File: src/rtl/nts_tx_frame_writer_pkg.sv
// Shared state encodings and framing constants for the NTS TX frame writer.
package nts_tx_frame_writer_pkg;

  typedef enum logic [2:0] {
    ST_FILL   = 3'd0,
    ST_PAD    = 3'd1,
    ST_SETTLE = 3'd2,
    ST_READY  = 3'd3,
    ST_SEND   = 3'd4,
    ST_FLUSH  = 3'd5
  } state_e;

  localparam int MIN_FRAME_WORDS = 3;
  localparam int PAD_BYTES       = 60;
  localparam int PAD_WORDS       = 8;
  localparam int PAD_LWDV        = 4;

endpackage

File: src/rtl/nts_tx_frame_writer.sv
// Writes one engine frame into an extractor TX buffer and holds it until sent.
// Optional NTS_TX_WRITER_PAD_EN zero-pads short frames to 60 bytes instead of dropping them.
module nts_tx_frame_writer
  import nts_tx_frame_writer_pkg::*;
#(
  parameter int ADDR_WIDTH = 8
) (
  input  logic                  i_clk,
  input  logic                  i_areset,
  input  logic                  i_valid,
  output logic                  o_ready,
  input  logic [63:0]           i_data,
  input  logic                  i_last,
  input  logic [3:0]            i_bytes,
  input  logic                  i_abort,
  output logic                  o_drop,
  output logic                  o_buf_ready,
  input  logic                  i_buf_start,
  input  logic                  i_buf_stop,
  output logic [ADDR_WIDTH-1:0] o_buf_wr_addr,
  output logic                  o_buf_wr_en,
  output logic [63:0]           o_buf_wr_data,
  output logic [ADDR_WIDTH-1:0] o_buf_length,
  output logic [3:0]            o_buf_lwdv
);

  localparam logic [ADDR_WIDTH:0] CNT_FULL = {1'b1, {ADDR_WIDTH{1'b0}}};
  localparam logic [ADDR_WIDTH:0] CNT_MAX  = {1'b0, {ADDR_WIDTH{1'b1}}};
  localparam logic [ADDR_WIDTH:0] CNT_ONE  = {{ADDR_WIDTH{1'b0}}, 1'b1};

  state_e                state_q, state_d;
  logic [ADDR_WIDTH:0]   cnt_q, cnt_d, cnt_inc;
  logic                  settle_q, settle_d;
  logic [ADDR_WIDTH-1:0] len_q, len_d;
  logic [3:0]            lwdv_q, lwdv_d;
  logic                  drop_q, drop_d;
  logic                  wr_en_q, wr_en_d;
  logic [ADDR_WIDTH-1:0] wr_addr_q, wr_addr_d;
  logic [63:0]           wr_data_q, wr_data_d;
  logic                  bad_bytes;

  // Keep the first nbytes wire bytes (MSB side) of the last word, zero the rest.
  function automatic logic [63:0] mask_last(input logic [63:0] data, input logic [3:0] nbytes);
    logic [63:0] m;
    m = '0;
    for (int i = 0; i < 8; i++)
      if (i < int'(nbytes)) m[63-8*i -: 8] = 8'hff;
    return data & m;
  endfunction

  assign cnt_inc   = cnt_q + CNT_ONE;
  assign bad_bytes = (i_bytes == 4'd0) || (i_bytes > 4'd8);

`ifdef NTS_TX_WRITER_PAD_EN
  logic [ADDR_WIDTH+3:0] frame_bytes;
  assign frame_bytes = {cnt_q, 3'b000} + (ADDR_WIDTH+4)'(i_bytes);
`endif

  always_comb begin
    state_d   = state_q;
    cnt_d     = cnt_q;
    settle_d  = settle_q;
    len_d     = len_q;
    lwdv_d    = lwdv_q;
    drop_d    = 1'b0;
    wr_en_d   = 1'b0;
    wr_addr_d = wr_addr_q;
    wr_data_d = wr_data_q;
    case (state_q)
      ST_FILL: begin
        if (i_abort) begin
          cnt_d  = '0;
          drop_d = (cnt_q != '0) || i_valid;
        end else if (i_valid) begin
          if (cnt_q == CNT_FULL) begin
            if (i_last) begin
              drop_d = 1'b1;
              cnt_d  = '0;
            end else begin
              state_d = ST_FLUSH;
            end
          end else begin
            wr_en_d   = 1'b1;
            wr_addr_d = cnt_q[ADDR_WIDTH-1:0];
            wr_data_d = i_last ? mask_last(i_data, i_bytes) : i_data;
            cnt_d     = cnt_inc;
            if (i_last) begin
              // A full buffer's length would wrap to 0, so it is treated as overflow.
              if (bad_bytes || (cnt_q == CNT_MAX)) begin
                drop_d = 1'b1;
                cnt_d  = '0;
`ifdef NTS_TX_WRITER_PAD_EN
              end else if (frame_bytes < (ADDR_WIDTH+4)'(PAD_BYTES)) begin
                len_d  = ADDR_WIDTH'(PAD_WORDS);
                lwdv_d = 4'(PAD_LWDV);
                if (cnt_inc >= (ADDR_WIDTH+1)'(PAD_WORDS)) begin
                  state_d  = ST_SETTLE;
                  settle_d = 1'b0;
                end else begin
                  state_d = ST_PAD;
                end
`else
              end else if (cnt_inc < (ADDR_WIDTH+1)'(MIN_FRAME_WORDS)) begin
                drop_d = 1'b1;
                cnt_d  = '0;
`endif
              end else begin
                state_d  = ST_SETTLE;
                settle_d = 1'b0;
                len_d    = cnt_inc[ADDR_WIDTH-1:0];
                lwdv_d   = i_bytes;
              end
            end
          end
        end
      end
`ifdef NTS_TX_WRITER_PAD_EN
      ST_PAD: begin
        wr_en_d   = 1'b1;
        wr_addr_d = cnt_q[ADDR_WIDTH-1:0];
        wr_data_d = '0;
        cnt_d     = cnt_inc;
        if (cnt_q == (ADDR_WIDTH+1)'(PAD_WORDS - 1)) begin
          state_d  = ST_SETTLE;
          settle_d = 1'b0;
        end
      end
`endif
      // Two idle cycles let the extractor's registered memory write land before its first read.
      ST_SETTLE: begin
        settle_d = 1'b1;
        if (settle_q) state_d = ST_READY;
      end
      ST_READY: begin
        if (i_buf_start) state_d = ST_SEND;
      end
      ST_SEND: begin
        if (i_buf_stop) begin
          state_d = ST_FILL;
          cnt_d   = '0;
        end
      end
      ST_FLUSH: begin
        if (i_abort || (i_valid && i_last)) begin
          state_d = ST_FILL;
          cnt_d   = '0;
          drop_d  = 1'b1;
        end
      end
      default: begin
        state_d = ST_FILL;
        cnt_d   = '0;
      end
    endcase
  end

  always_ff @(posedge i_clk or posedge i_areset) begin
    if (i_areset) begin
      state_q   <= ST_FILL;
      cnt_q     <= '0;
      settle_q  <= 1'b0;
      len_q     <= '0;
      lwdv_q    <= '0;
      drop_q    <= 1'b0;
      wr_en_q   <= 1'b0;
      wr_addr_q <= '0;
      wr_data_q <= '0;
    end else begin
      state_q   <= state_d;
      cnt_q     <= cnt_d;
      settle_q  <= settle_d;
      len_q     <= len_d;
      lwdv_q    <= lwdv_d;
      drop_q    <= drop_d;
      wr_en_q   <= wr_en_d;
      wr_addr_q <= wr_addr_d;
      wr_data_q <= wr_data_d;
    end
  end

  assign o_ready       = (state_q == ST_FILL) || (state_q == ST_FLUSH);
  assign o_buf_ready   = (state_q == ST_READY);
  assign o_drop        = drop_q;
  assign o_buf_wr_en   = wr_en_q;
  assign o_buf_wr_addr = wr_addr_q;
  assign o_buf_wr_data = wr_data_q;
  assign o_buf_length  = len_q;
  assign o_buf_lwdv    = lwdv_q;

endmodule
File: config.mk
export PLATFORM = sky130hd
export DESIGN_NAME = nts_tx_frame_writer
export DESIGN_NICKNAME = d
export VERILOG_FILES = /design/src/rtl/nts_tx_frame_writer_pkg.sv /design/src/rtl/nts_tx_frame_writer.sv
export SDC_FILE = /design/constraint.sdc
export NUM_CORES = 1
export LEC_CHECK = 0
export CORE_MARGIN = 5
export CORE_UTILIZATION = 45
export DETAILED_ROUTE_END_ITERATION = 12
export GPL_TIMING_DRIVEN = 1
export PLACE_DENSITY = 0.82
export SKIP_CTS_REPAIR_TIMING = 1
export SYNTH_ARGS = -nofsm -noshare
export SYNTH_HDL_FRONTEND = slang
export SYNTH_SLANG_ARGS = --single-unit
export TNS_END_PERCENT = 20
File: constraint.sdc
create_clock -name i_clk -period 3.95 [get_ports i_clk]
set_clock_uncertainty 0.05 [all_clocks]
set_input_delay 0.79 -clock i_clk [delete_from_list [all_inputs] [get_ports i_clk]]
set_output_delay 0.79 -clock i_clk [all_outputs]
set_load 0.05 [all_outputs]
### The clock network

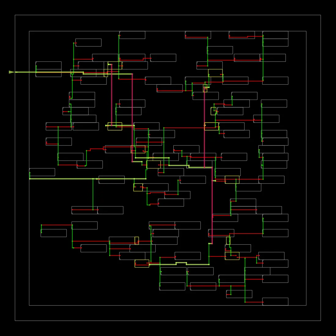
clock buffer count from CTS: 9
clk sinks: 99
Clock group: 555 uW

### M3 wires

Scale bar: 20 um.
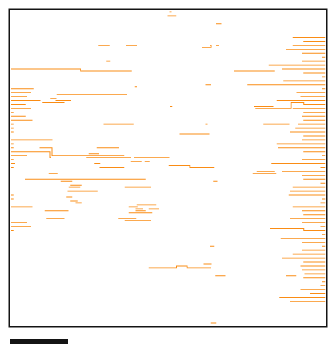
main direction: horizontal
longest straight run: 41.4 um

==> results.txt <==
Dominant logic cell types in the final layout - 162 x nand2_1, 162 x clkdlybuf4s50_1, 99 x dfrtp_1, 76 x nand3_1, 14 x o21ai_0
DRT Pass-1 Iters - 5
Via count - 3981
Sequential cell area fraction in the yosys report - 56.0%
Post-synth regs - 99
Status - finished, final reports clean
Max-slew violations - 0
Vias in the first global route - 3894
Area growth, synth to finish - 41.8%
WP data arrival - 2160 ps
Beginning of the worst hold path - o_buf_wr_data[57]
FF-to-FF path depth - 8
Detailed Route Iter0 Violations - 349
Capturing point of the worst reg2reg path - o_buf_length[5]
R2R Setup Slk - 1080 ps
Die W - 109 um
Critical Path End - o_buf_ready
Mean Syn Cell Area - 9.31 um2
DR vias/cell - 5.25
Final net count - 700
HP Class - flip-flop to flip-flop
Ys Warns - 0
Clock power frac - 11.0%
Cell row count - 36
Hold Crit Endpoint - o_buf_wr_data[57]
IO Count - 163
Flop pwr share - 31.9%
GP Congestion - 0.969
Setup violators final - 0
Routed WL per cell - 16.4 um
Max FFs per register - 64
Post-Syn Area - 4420 um2
H-Tree Level Count - 3
Worst setup SP type - flip-flop
Post-synthesis cell count - 475
Initial antenna violation count - 0
Yosys Instances - 475
Final hold vios - 0
Pwr/cell area - 808 nW/um2
Clock Tree Buf Depth - 2
CP top delay family - buffers and inverters
Tmin final - 3000 ps
Unique masters post-synth - 55
Worst flop-to-flop path startpoint - cnt_q[2]
Max_slew headroom - 46.6%
Placed wire-length estimate - 8960 um
Setup TNS - 0 ps
Yosys Chip Area - 4420 um2
Gr usage total - 21.2%
Count of tool warnings - 27
CTS tree - yes
First-pass GRT wire length - 19800 um
Net count after synthesis - 553
Crit path from - state_q[1]
ANT nets after route - 0
Layout cells sized above 1 - 5.59%
RSZ-0062 raised after global routing - false
Comb power frac - 57.1%
Cycle use final - 76.0%
Buf+Inv Stages, Crit Path - 2
GRT overflow - 0
Max-Cap Viols - 0
DIE HEIGHT - 109 um
Util after Layout - 64.7%
Hold Path Depth - 2
Worst path required time - 3110 ps
Largest net degree at the start of global routing - 79
# diodes - 0
Residual DRC - 0
Crit-path cells - inv_1, nor3_1, clkdlybuf4s50_1
Max incr delay on CP - 860 ps
Clock root buffer - clkbuf_8
Psw - 2.53 mW
Latency at later pin - 360 ps
Maximum fanout along the worst path - 10
Peak VDD IR - 0.416 mV
Max frequency - 333 MHz
Clock slew at reported path FFs - 90 ps
Core Region - 9680 um2
Critical Path End Type - primary output
### Met1 routing

Scale bar: 20 um. Cells faint in the background.
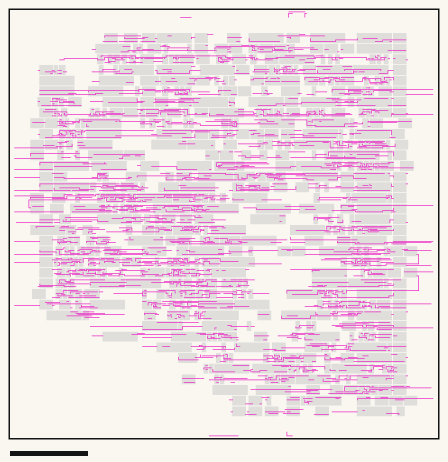
nets with wire on the layer: 617
wire length on this layer: 5180 um

### Metal 2

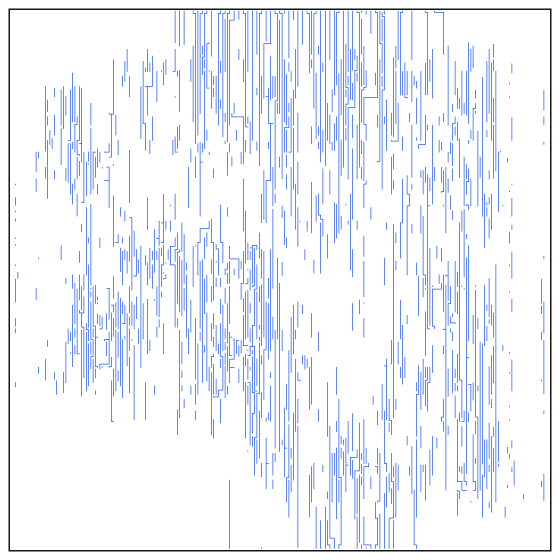
longest straight run: 47.9 um
main direction: vertical
wire length on this layer: 5920 um
nets with wire on the layer: 585
share of all routed wire: 48%

==> per-layer routing <==
metal  GRT usage (%)  part of all wire, %
met1            28.2                   42
met5               0                    0
met4            5.77                  1.5
met2            34.4                   48
met3            5.74                  9.4
==> stage by stage <==
step	power, mW	area, um2	hold WS (ps)	std cells	worst slack (ps)
global route	5.34	6270	447	759	821
floorplan	3.51	4420	436	475	520
global placement	4.48	6120	398	744	699
detailed placement	4.54	6120	404	744	637
CTS	5.10	6270	426	759	936
finish	5.06	6270	420	759	948
==> cell usage after synthesis, drive strengths merged <==
| library cell | count | area, um2 |
|---|---|---|
| a31oi | 3 | 25.0 |
| nand3 | 77 | 390 |
| nand2 | 163 | 614 |
| xnor2 | 5 | 43.8 |
| o21a | 1 | 7.51 |
| a211oi | 1 | 7.51 |
| or4 | 2 | 18.8 |
| o221ai | 3 | 32.5 |
| o2111ai | 1 | 8.76 |
| or2 | 2 | 12.5 |
| mux2i | 3 | 30.0 |
| a21o | 2 | 15.0 |
| a21bo | 1 | 10.0 |
| a2bb2oi | 1 | 8.76 |
| nand2b | 6 | 37.5 |
| inv | 13 | 48.8 |
| nor4 | 2 | 18.8 |
| a41oi | 1 | 8.76 |
| a32oi | 1 | 8.76 |
| and2 | 1 | 6.26 |
| or3b | 1 | 8.76 |
| or3 | 3 | 18.8 |
| and3b | 1 | 8.76 |
| o31ai | 1 | 7.51 |
| a2111oi | 1 | 15.0 |
| o21ai | 14 | 70.1 |
| nor3b | 1 | 7.51 |
| dfrtp | 99 | 2480 |
| clkbuf | 19 | 71.3 |
| and3 | 2 | 12.5 |
| xor2 | 1 | 8.76 |
| nor3 | 3 | 15.0 |
| o21bai | 1 | 7.51 |
| o2bb2ai | 1 | 8.76 |
| mux2 | 10 | 139 |
| ha | 3 | 37.5 |
| nand4 | 4 | 25.0 |
| a21oi | 4 | 31.3 |
| o31a | 2 | 17.5 |
| o22ai | 1 | 6.26 |
| nor2 | 4 | 15.0 |
| buf | 10 | 58.8 |
==> cell families after synthesis <==
| group | after synthesis | share of synthesized area [%] |
|---|---|---|
| xor+xnor | 6 | 1.19 |
| mux | 13 | 3.82 |
| buf+inv | 42 | 4.05 |
| compound gates | 40 | 6.71 |
| flops | 99 | 56.0 |
| fa+ha+maj | 3 | 0.849 |
| simple gates | 272 | 27.4 |
==> cell type report <==
cell class	count	area (um2)	area share [%]
clock buffers	13	139	2.22
clock inverters	2	13.8	0.220
inverters	13	51.3	0.818
multi-input cells	334	1770	28.2
flip-flops and latches	99	2480	39.5
well taps	133	166	2.65
repair buffers	165	1660	26.4
==> worst min-delay path: stages (launching register included) <==
cell and delay [ps]:
dfrtp_1 350, nand2_1 50, nand2_1 50
==> power by group through the flow <==
stage	registers, mW	clock network (mW)	logic (mW)
floorplan	2.88	0	0.623
global placement	1.62	0	2.86
detailed placement	1.63	0	2.90
CTS	1.61	0.573	2.91
global route	1.67	0.620	3.05
finish	1.62	0.555	2.89
Power is estimated from default activity; no workload was simulated.
